### config.mk
export PLATFORM = sky130hd
export DESIGN_NAME = ravenoc_axi_port_sel_flat
export DESIGN_NICKNAME = d
export VERILOG_FILES = /design/src/rtl/ravenoc_axi_port_sel_pkg.sv /design/src/rtl/ravenoc_axi_port_sel_if.sv /design/src/rtl/ravenoc_axi_ost_cnt.sv /design/src/rtl/ravenoc_axi_port_sel.sv /design/src/flat_wrapper.sv
export SDC_FILE = /design/constraint.sdc
export NUM_CORES = 1
export LEC_CHECK = 0
export CAP_MARGIN = 0
export CORE_AREA = 2 2 373 375
export DETAILED_ROUTE_END_ITERATION = 12
export DIE_AREA = 0 0 375 377
export SYNTH_ARGS = -nofsm -noshare
export SYNTH_HDL_FRONTEND = slang
export SYNTH_HIERARCHICAL = 1
export SYNTH_SLANG_ARGS = --single-unit
### constraint.sdc
create_clock -name clk_axi -period 4.6 [get_ports clk_axi]
set_input_delay 0.46 -clock clk_axi [delete_from_list [all_inputs] [get_ports clk_axi]]
set_output_delay 0.46 -clock clk_axi [all_outputs]
set_load 0.005 [all_outputs]
### src/rtl/ravenoc_axi_port_sel_pkg.sv
// Shared types for the RaveNoC AXI port selector: AXI channel bundles,
// selector FSM states and default sizing constants.
package ravenoc_axi_port_sel_pkg;

    localparam int unsigned NocSize           = 4;
    localparam int unsigned MaxOutstandingDef = 8;

    localparam int unsigned AxiAddrW = 32;
    localparam int unsigned AxiDataW = 32;
    localparam int unsigned AxiIdW   = 4;

    typedef enum logic [1:0] {
        StIdle,
        StDrain,
        StSwitch
    } sel_state_t;

    // Master-to-slave AXI signals (AW, W, B ready, AR, R ready)
    typedef struct packed {
        logic [AxiIdW-1:0]     awid;
        logic [AxiAddrW-1:0]   awaddr;
        logic [7:0]            awlen;
        logic [2:0]            awsize;
        logic [1:0]            awburst;
        logic                  awvalid;
        logic [AxiDataW-1:0]   wdata;
        logic [AxiDataW/8-1:0] wstrb;
        logic                  wlast;
        logic                  wvalid;
        logic                  bready;
        logic [AxiIdW-1:0]     arid;
        logic [AxiAddrW-1:0]   araddr;
        logic [7:0]            arlen;
        logic [2:0]            arsize;
        logic [1:0]            arburst;
        logic                  arvalid;
        logic                  rready;
    } s_axi_mosi_t;

    // Slave-to-master AXI signals
    typedef struct packed {
        logic                awready;
        logic                wready;
        logic [AxiIdW-1:0]   bid;
        logic [1:0]          bresp;
        logic                bvalid;
        logic                arready;
        logic [AxiIdW-1:0]   rid;
        logic [AxiDataW-1:0] rdata;
        logic [1:0]          rresp;
        logic                rlast;
        logic                rvalid;
    } s_axi_miso_t;

endpackage

### src/rtl/ravenoc_axi_port_sel_if.sv
// Bundle of the selector control handshake plus the upstream and per-port AXI buses.
interface ravenoc_axi_port_sel_if #(
    parameter int unsigned NUM_PORTS = ravenoc_axi_port_sel_pkg::NocSize,
    parameter int unsigned SEL_WIDTH = $clog2(NUM_PORTS)
);
    import ravenoc_axi_port_sel_pkg::*;

    logic                 sel_req_i;
    logic [SEL_WIDTH-1:0] sel_idx_i;
    logic                 sel_busy_o;
    logic                 sel_ack_o;
    logic                 sel_err_o;
    logic [SEL_WIDTH-1:0] sel_cur_o;

    s_axi_mosi_t          s_axi_mosi_i;
    s_axi_miso_t          s_axi_miso_o;
    s_axi_mosi_t          m_axi_mosi_o [NUM_PORTS];
    s_axi_miso_t          m_axi_miso_i [NUM_PORTS];

    // Selector side
    modport slave (
        input  sel_req_i, sel_idx_i, s_axi_mosi_i, m_axi_miso_i,
        output sel_busy_o, sel_ack_o, sel_err_o, sel_cur_o, s_axi_miso_o, m_axi_mosi_o
    );

    // Environment side (upstream master, downstream NI ports, control)
    modport master (
        output sel_req_i, sel_idx_i, s_axi_mosi_i, m_axi_miso_i,
        input  sel_busy_o, sel_ack_o, sel_err_o, sel_cur_o, s_axi_miso_o, m_axi_mosi_o
    );

endinterface

### src/rtl/ravenoc_axi_ost_cnt.sv
// Outstanding-transaction counter: saturating up/down count with full and empty flags.
module ravenoc_axi_ost_cnt #(
    parameter int unsigned MAX = 8
) (
    input  logic clk_i,
    input  logic rst_i,
    input  logic inc_i,
    input  logic dec_i,
    output logic sat_o,
    output logic zero_o
);

    localparam int unsigned CntW = $clog2(MAX + 1);

    logic [CntW-1:0] cnt_q, cnt_d;

    assign sat_o  = (cnt_q == CntW'(MAX));
    assign zero_o = (cnt_q == '0);

    // Next count; simultaneous inc/dec cancel, both ends hold rather than wrap
    always_comb begin
        cnt_d = cnt_q;
        if (inc_i && !dec_i && !sat_o) begin
            cnt_d = cnt_q + CntW'(1);
        end else if (dec_i && !inc_i && !zero_o) begin
            cnt_d = cnt_q - CntW'(1);
        end
    end

    // Count register, synchronous reset
    always_ff @(posedge clk_i) begin
        if (rst_i) begin
            cnt_q <= '0;
        end else begin
            cnt_q <= cnt_d;
        end
    end

    // A response with nothing outstanding means the attached port broke protocol
    underflow_a: assert property (@(posedge clk_i) disable iff (rst_i)
        !(dec_i && !inc_i && zero_o))
        else $error("ravenoc_axi_ost_cnt: decrement at zero");

endmodule

### src/rtl/ravenoc_axi_port_sel.sv
// Transaction-safe AXI port selector. Steers one upstream AXI master onto one of
// NUM_PORTS NI ports; port changes wait until every outstanding AW, W burst and AR
// on the current port has completed.
module ravenoc_axi_port_sel
    import ravenoc_axi_port_sel_pkg::*;
#(
    parameter int unsigned NUM_PORTS       = NocSize,
    parameter int unsigned SEL_WIDTH       = $clog2(NUM_PORTS),
    parameter int unsigned MAX_OUTSTANDING = MaxOutstandingDef,
    parameter int unsigned RST_PORT        = 0
) (
    input  logic                   clk_axi,
    input  logic                   arst_axi,
    ravenoc_axi_port_sel_if.slave  port_sel_if
);

    localparam logic [SEL_WIDTH:0] NumPortsW = (SEL_WIDTH + 1)'(NUM_PORTS);

    sel_state_t           state_q, state_d;
    logic [SEL_WIDTH-1:0] cur_q, cur_d;
    logic [SEL_WIDTH-1:0] idx_q, idx_d;
    logic                 ack_q, ack_d;
    logic                 err_q, err_d;

    s_axi_mosi_t up_mosi;
    s_axi_mosi_t gated_mosi;
    s_axi_miso_t port_miso;
    s_axi_miso_t up_miso;
    s_axi_mosi_t port_mosi [NUM_PORTS];

    logic aw_open, ar_open;
    logic aw_sat, w_sat, ar_sat;
    logic aw_zero, w_zero, ar_zero;
    logic aw_hs, b_hs, wlast_hs, ar_hs, rlast_hs;

    assign up_mosi = port_sel_if.s_axi_mosi_i;

    // New address requests only flow while idle and below the outstanding limit.
    // w_sat can only assert alongside aw_sat on legal traffic; it keeps w_cnt from clipping.
    assign aw_open = (state_q == StIdle) && !aw_sat && !w_sat;
    assign ar_open = (state_q == StIdle) && !ar_sat;

    // Response mux from the currently selected port
    always_comb begin
        port_miso = '0;
        for (int i = 0; i < int'(NUM_PORTS); i++) begin
            if (cur_q == SEL_WIDTH'(i)) begin
                port_miso = port_sel_if.m_axi_miso_i[i];
            end
        end
    end

    // Request demux and upstream response path with AW/AR gating; all zero during reset
    always_comb begin
        gated_mosi         = up_mosi;
        gated_mosi.awvalid = up_mosi.awvalid && aw_open;
        gated_mosi.arvalid = up_mosi.arvalid && ar_open;
        for (int i = 0; i < int'(NUM_PORTS); i++) begin
            port_mosi[i] = '0;
            if (!arst_axi && (cur_q == SEL_WIDTH'(i))) begin
                port_mosi[i] = gated_mosi;
            end
        end
        up_miso = '0;
        if (!arst_axi) begin
            up_miso         = port_miso;
            up_miso.awready = port_miso.awready && aw_open;
            up_miso.arready = port_miso.arready && ar_open;
        end
    end

    assign aw_hs    = up_mosi.awvalid && up_miso.awready;
    assign b_hs     = up_miso.bvalid && up_mosi.bready;
    assign wlast_hs = up_mosi.wvalid && up_mosi.wlast && up_miso.wready;
    assign ar_hs    = up_mosi.arvalid && up_miso.arready;
    assign rlast_hs = up_miso.rvalid && up_miso.rlast && up_mosi.rready;

    ravenoc_axi_ost_cnt #(
        .MAX (MAX_OUTSTANDING)
    ) u_aw_cnt (
        .clk_i  (clk_axi),
        .rst_i  (arst_axi),
        .inc_i  (aw_hs),
        .dec_i  (b_hs),
        .sat_o  (aw_sat),
        .zero_o (aw_zero)
    );

    ravenoc_axi_ost_cnt #(
        .MAX (MAX_OUTSTANDING)
    ) u_w_cnt (
        .clk_i  (clk_axi),
        .rst_i  (arst_axi),
        .inc_i  (aw_hs),
        .dec_i  (wlast_hs),
        .sat_o  (w_sat),
        .zero_o (w_zero)
    );

    ravenoc_axi_ost_cnt #(
        .MAX (MAX_OUTSTANDING)
    ) u_ar_cnt (
        .clk_i  (clk_axi),
        .rst_i  (arst_axi),
        .inc_i  (ar_hs),
        .dec_i  (rlast_hs),
        .sat_o  (ar_sat),
        .zero_o (ar_zero)
    );

    // Selector FSM: accept request, drain current port, switch, acknowledge
    always_comb begin
        state_d = state_q;
        cur_d   = cur_q;
        idx_d   = idx_q;
        ack_d   = 1'b0;
        err_d   = 1'b0;
        unique case (state_q)
            StIdle: begin
                if (port_sel_if.sel_req_i) begin
                    if ({1'b0, port_sel_if.sel_idx_i} >= NumPortsW) begin
                        err_d = 1'b1;
                    end else begin
                        idx_d   = port_sel_if.sel_idx_i;
                        state_d = StDrain;
                    end
                end
            end
            StDrain: begin
                if (aw_zero && w_zero && ar_zero) begin
                    state_d = StSwitch;
                end
            end
            StSwitch: begin
                cur_d   = idx_q;
                ack_d   = 1'b1;
                state_d = StIdle;
            end
            default: state_d = StIdle;
        endcase
    end

    // FSM and selection registers, synchronous reset
    always_ff @(posedge clk_axi) begin
        if (arst_axi) begin
            state_q <= StIdle;
            cur_q   <= SEL_WIDTH'(RST_PORT);
            idx_q   <= SEL_WIDTH'(RST_PORT);
            ack_q   <= 1'b0;
            err_q   <= 1'b0;
        end else begin
            state_q <= state_d;
            cur_q   <= cur_d;
            idx_q   <= idx_d;
            ack_q   <= ack_d;
            err_q   <= err_d;
        end
    end

    assign port_sel_if.sel_busy_o   = (state_q != StIdle);
    assign port_sel_if.sel_ack_o    = ack_q;
    assign port_sel_if.sel_err_o    = err_q;
    assign port_sel_if.sel_cur_o    = cur_q;
    assign port_sel_if.s_axi_miso_o = up_miso;
    assign port_sel_if.m_axi_mosi_o = port_mosi;

endmodule

### src/flat_wrapper.sv
// flat-port wrapper written by rule: the top's interface ports become plain ports
module ravenoc_axi_port_sel_flat import ravenoc_axi_port_sel_pkg::*;
#(
    parameter int unsigned NUM_PORTS       = NocSize,
    parameter int unsigned SEL_WIDTH       = $clog2(NUM_PORTS),
    parameter int unsigned MAX_OUTSTANDING = MaxOutstandingDef,
    parameter int unsigned RST_PORT        = 0
)
  (clk_axi, arst_axi, port_sel_if_sel_req_i, port_sel_if_sel_idx_i, port_sel_if_s_axi_mosi_i, port_sel_if_m_axi_miso_i, port_sel_if_sel_busy_o, port_sel_if_sel_ack_o, port_sel_if_sel_err_o, port_sel_if_sel_cur_o, port_sel_if_s_axi_miso_o, port_sel_if_m_axi_mosi_o);
  ravenoc_axi_port_sel_if #(.NUM_PORTS(NUM_PORTS), .SEL_WIDTH(SEL_WIDTH)) port_sel_if_i ();
  input  logic clk_axi;
  input  logic arst_axi;
  input wire logic [$bits(port_sel_if_i.sel_req_i)-1:0] port_sel_if_sel_req_i;
  input wire logic [$bits(port_sel_if_i.sel_idx_i)-1:0] port_sel_if_sel_idx_i;
  input wire logic [$bits(port_sel_if_i.s_axi_mosi_i)-1:0] port_sel_if_s_axi_mosi_i;
  input wire logic [$bits(port_sel_if_i.m_axi_miso_i)-1:0] port_sel_if_m_axi_miso_i;
  output wire logic [$bits(port_sel_if_i.sel_busy_o)-1:0] port_sel_if_sel_busy_o;
  output wire logic [$bits(port_sel_if_i.sel_ack_o)-1:0] port_sel_if_sel_ack_o;
  output wire logic [$bits(port_sel_if_i.sel_err_o)-1:0] port_sel_if_sel_err_o;
  output wire logic [$bits(port_sel_if_i.sel_cur_o)-1:0] port_sel_if_sel_cur_o;
  output wire logic [$bits(port_sel_if_i.s_axi_miso_o)-1:0] port_sel_if_s_axi_miso_o;
  output wire logic [$bits(port_sel_if_i.m_axi_mosi_o)-1:0] port_sel_if_m_axi_mosi_o;
  assign port_sel_if_i.sel_req_i = port_sel_if_sel_req_i;
  assign port_sel_if_i.sel_idx_i = port_sel_if_sel_idx_i;
  assign port_sel_if_i.s_axi_mosi_i = port_sel_if_s_axi_mosi_i;
  assign port_sel_if_i.m_axi_miso_i = {>>{port_sel_if_m_axi_miso_i}};
  assign port_sel_if_sel_busy_o = port_sel_if_i.sel_busy_o;
  assign port_sel_if_sel_ack_o = port_sel_if_i.sel_ack_o;
  assign port_sel_if_sel_err_o = port_sel_if_i.sel_err_o;
  assign port_sel_if_sel_cur_o = port_sel_if_i.sel_cur_o;
  assign port_sel_if_s_axi_miso_o = port_sel_if_i.s_axi_miso_o;
  assign port_sel_if_m_axi_mosi_o = {>>{port_sel_if_i.m_axi_mosi_o}};
  ravenoc_axi_port_sel #(.NUM_PORTS(NUM_PORTS), .SEL_WIDTH(SEL_WIDTH), .MAX_OUTSTANDING(MAX_OUTSTANDING), .RST_PORT(RST_PORT)) u_core (.clk_axi(clk_axi), .arst_axi(arst_axi), .port_sel_if(port_sel_if_i));
endmodule
==> flow_results.org <==
#+TITLE: Synthesis and PnR summary

** Power and ir drop
- In this run switching power makes up 40.9% of total power.
- Power per unit of standard cell area :: 81.7 nW/um^2
- Summed over all cells, the static leakage comes to 6.92 nW.
- Clock group share of total power :: 11.9%
- Combinational logic burns 75.5% of the power.
- The switching component of the power was reported as 613 uW.
- Sequential share of power :: 12.6%
- Maximum VDD drop :: 123 uV

** Synthesis
- Commonest cells post-synth :: sky130_fd_sc_hd__and2_1, sky130_fd_sc_hd__and3_1, sky130_fd_sc_hd__clkbuf_1
- After synthesis, the chip area reported by Yosys is 6650 sq um.
- Share of synthesized area occupied by flip-flops and latches :: 5.72%
- In this run the mean area of a mapped cell was 7.27 sq um.
- In the synthesized netlist the dominant register cell turns out to be sky130_fd_sc_hd__dfxtp_1.
- Post-synth ARST share :: 0%
- Yosys instantiated no cell more often than sky130_fd_sc_hd__and2_1.
- Number of cells in the yosys synthesis report :: 915
- Once synthesis finished, the tally of register bits stood at 19.
- The largest total area in the synthesized netlist belongs to sky130_fd_sc_hd__and2_1.
- Number of enable flip-flop cells :: 0
- Number of unique standard cell types used by synthesis :: 39
- Cell Area, Synth :: 6650 sq um

** Clocking
- Clk ins delay skew pair :: 250 ps
- Clock-pin transition on the worst setup and hold timing paths :: 50 ps
- Number of buffers created by CTS :: 3
- Per the repair_timing log after CTS, setup buffers inserted total 0.
- Resized Gates After CTS :: 0
- In this run the number of H-tree levels came out at 1.
- The number of clock sinks came to 19.
- The longest clock path from root to sink contains 2 buffers.
- TritonCTS clock tree :: done

** STA
- Clock tree skew after final layout :: 1.62 ps
- Setup violators final :: 0
- Final Max-Slew Violation Tally :: 0
- Endpoints failing hold in the final report were tallied at 0.
- RSZ-0062 raised after global routing :: false
- In this build the clock could be raised as far as 0.287 GHz.

** Finish
- In the final layout, the fill cell count is 15700.
- The flow measured a signed area growth from synthesis to layout of 176%.
- Clock buffer count :: 4
- The area taken by multi-input combinational cells is reported as 5800 sq um.
- After layout, the inverter instance count without clock inverters stands at 1.
- The layout summary lists the proportion of cells stronger than drive strength 1 as 4.93%.
- The final layout contains 2139 nets.
- In the final layout, multi-input gates take up 31.6% of the cell area.
- In the layout the commonest cells are sky130_fd_sc_hd__clkdlybuf4s50_1, sky130_fd_sc_hd__and2_1, sky130_fd_sc_hd__and3_1.
- Number of non-clock buffers in the layout :: 976
- Cell group occupying the most layout area :: non-clock buffers
- Number of antenna cells inserted :: 23
- The largest registers in the layout are u_core/u_ar_cnt/cnt_q: 4 flops, u_core/u_aw_cnt/cnt_q: 4 flops, u_core/u_w_cnt/cnt_q: 4 flops.

** Outcome
- Run status :: finished clean

** Worst setup path
- For the worst setup path, the data required time is 4780 ps.
- STA puts the critical path data arrival time at 3660 ps.
- Beginning of the critical path :: port_sel_if_m_axi_miso_i[99]
- Worst setup SP type :: input port
- Per STA, the endpoint of the critical path is u_core/u_aw_cnt/cnt_q[3].

** Min path
- The type recorded for the worst min-delay path is reg2reg.

** Global routing
- Pin count of the biggest net entering global routing :: 181
- First-pass GRT wire length :: 104000 microns

** Routing
- The detail route stage leaves a number of antenna-violating nets equal to 0.
- TritonRoute pass-1 iters :: 5
- Detailed-route via count :: 11000
- Via-to-Cell Ratio :: 3.06

** Place
- Gp weighted congestion :: 0.844

** Run
- OpenROAD emitted warnings numbering 32.
[cells by family after synthesis]
| group | Yosys count | synth area share [%] |
|---|---|---|
| mux | 60 | 18.3 |
| simple gates | 683 | 63.1 |
| other cells | 1 | 0.0564 |
| buf+inv | 112 | 7.47 |
| flops | 19 | 5.72 |
| compound gates | 19 | 1.81 |
| fa+ha+maj | 9 | 2.03 |
| xor+xnor | 12 | 1.58 |
[metrics by stage]
stage | util, % | total power [mW] | worst slack, ps | instances | hold WS [ps]
detailed placement | 13.3 | 1.34 | 956 | 3574 | 487
global placement | 13.3 | 1.34 | 997 | 3574 | 478
floorplan | - | 0.463 | 1470 | 915 | 460
CTS | 13.4 | 1.53 | 1070 | 3578 | 500
global route | 13.4 | 1.57 | 941 | 3584 | 526
finish | 13.4 | 1.50 | 1120 | 3601 | 505
[per-layer routing]
metal  track usage, %  up-vias  share of wire, %
met2             18.3      719                47
met5                0        -                 0
li1                 -     4910                 -
met4             1.92        0               2.3
met3             4.09       52                12
met1             13.2     5342                39
[critical path, cell delays in order]
cell and delay [ps]:
sky130_fd_sc_hd__clkdlybuf4s50_1 620, sky130_fd_sc_hd__or3b_1 170, sky130_fd_sc_hd__o2111ai_1 210, sky130_fd_sc_hd__nor2_1 510, sky130_fd_sc_hd__or2b_1 300, sky130_fd_sc_hd__or2_2 320, sky130_fd_sc_hd__ha_1 290, sky130_fd_sc_hd__a21o_1 180
sky130_fd_sc_hd__a21oi_1 170, sky130_fd_sc_hd__mux4_2 310, sky130_fd_sc_hd__nor2_1 90
[power groups by stage]
stage	clock network [mW]	logic, mW	registers [mW]
6_report	0.178	1.13	0.189
2_1_floorplan	0	0.276	0.187
3_3_place_gp	0	1.15	0.192
3_5_place_dp	0	1.15	0.192
4_1_cts	0.183	1.15	0.189
5_1_grt	0.191	1.19	0.191
==> images/sizing.png <==
The bar under the picture is 100 microns long.
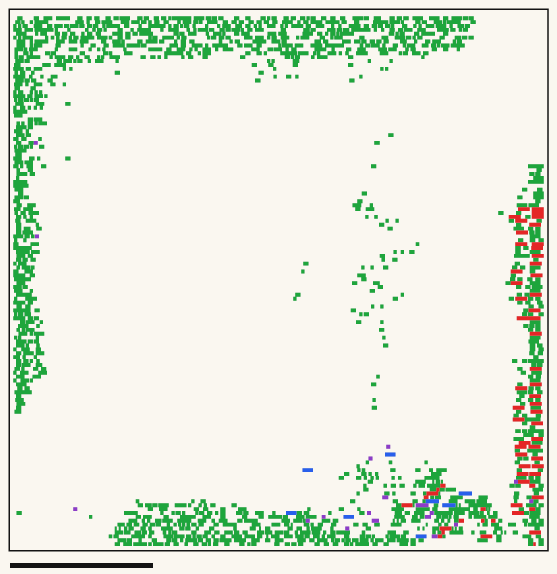
Purple is x3 and x4, cells 18, share 1.0%, most used buf_4. Red is x2, cells 62, share 3.5%, most used mux4_2. Green is x1 and smaller, cells 1696, share 95%, most used clkdlybuf4s50_1. Blue is x6 and larger, cells 8, share 0.45%, most used buf_12.

==> images/gates.png <==
The bar under the picture is 100 microns long.
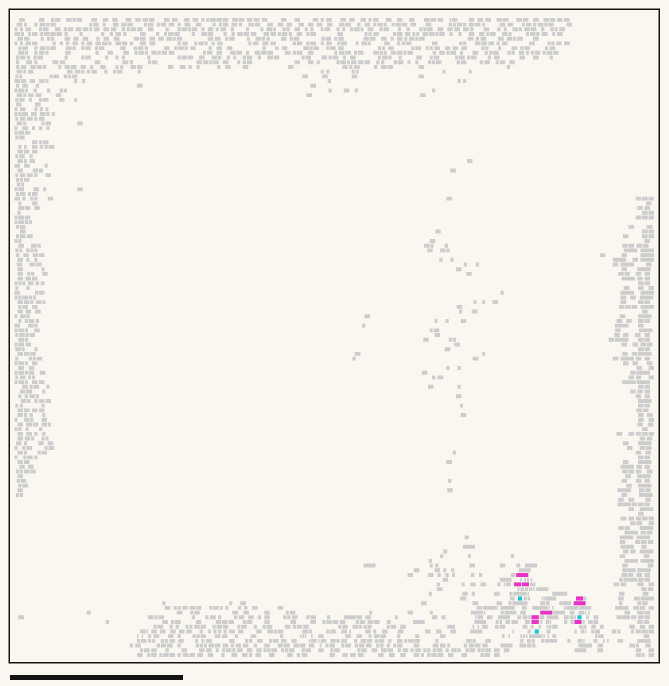
Cyan is non-inverting ao/oa cells, cells 3. Magenta is fa/ha/maj cells, cells 9, where south-east.

==> images/class_map.png <==
The bar under the picture is 100 microns long.
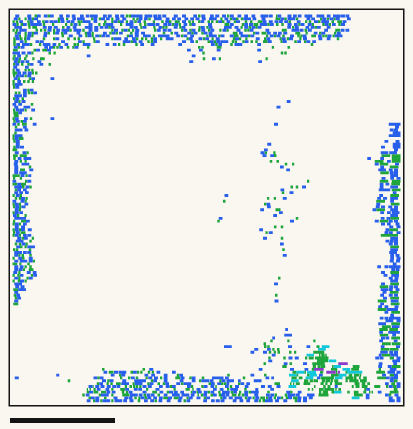
Cyan is sequential cells, cells 19. Blue is remaining buffers and delay cells, cells 976. Purple is clock drivers and dummy loads, cells 4. Green is remaining logic cells, cells 785.

==> images/congestion_map.png <==
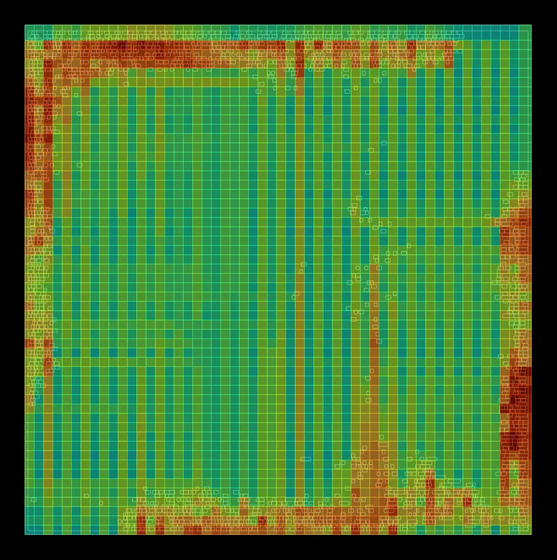
met3 Usage GRT: 4.09%
Total Routing Usage GR: 10.9%
routing usage on met1: 13.2%
GR Layer Usage met2: 18.3%

Power and IR drop assume default switching activity.
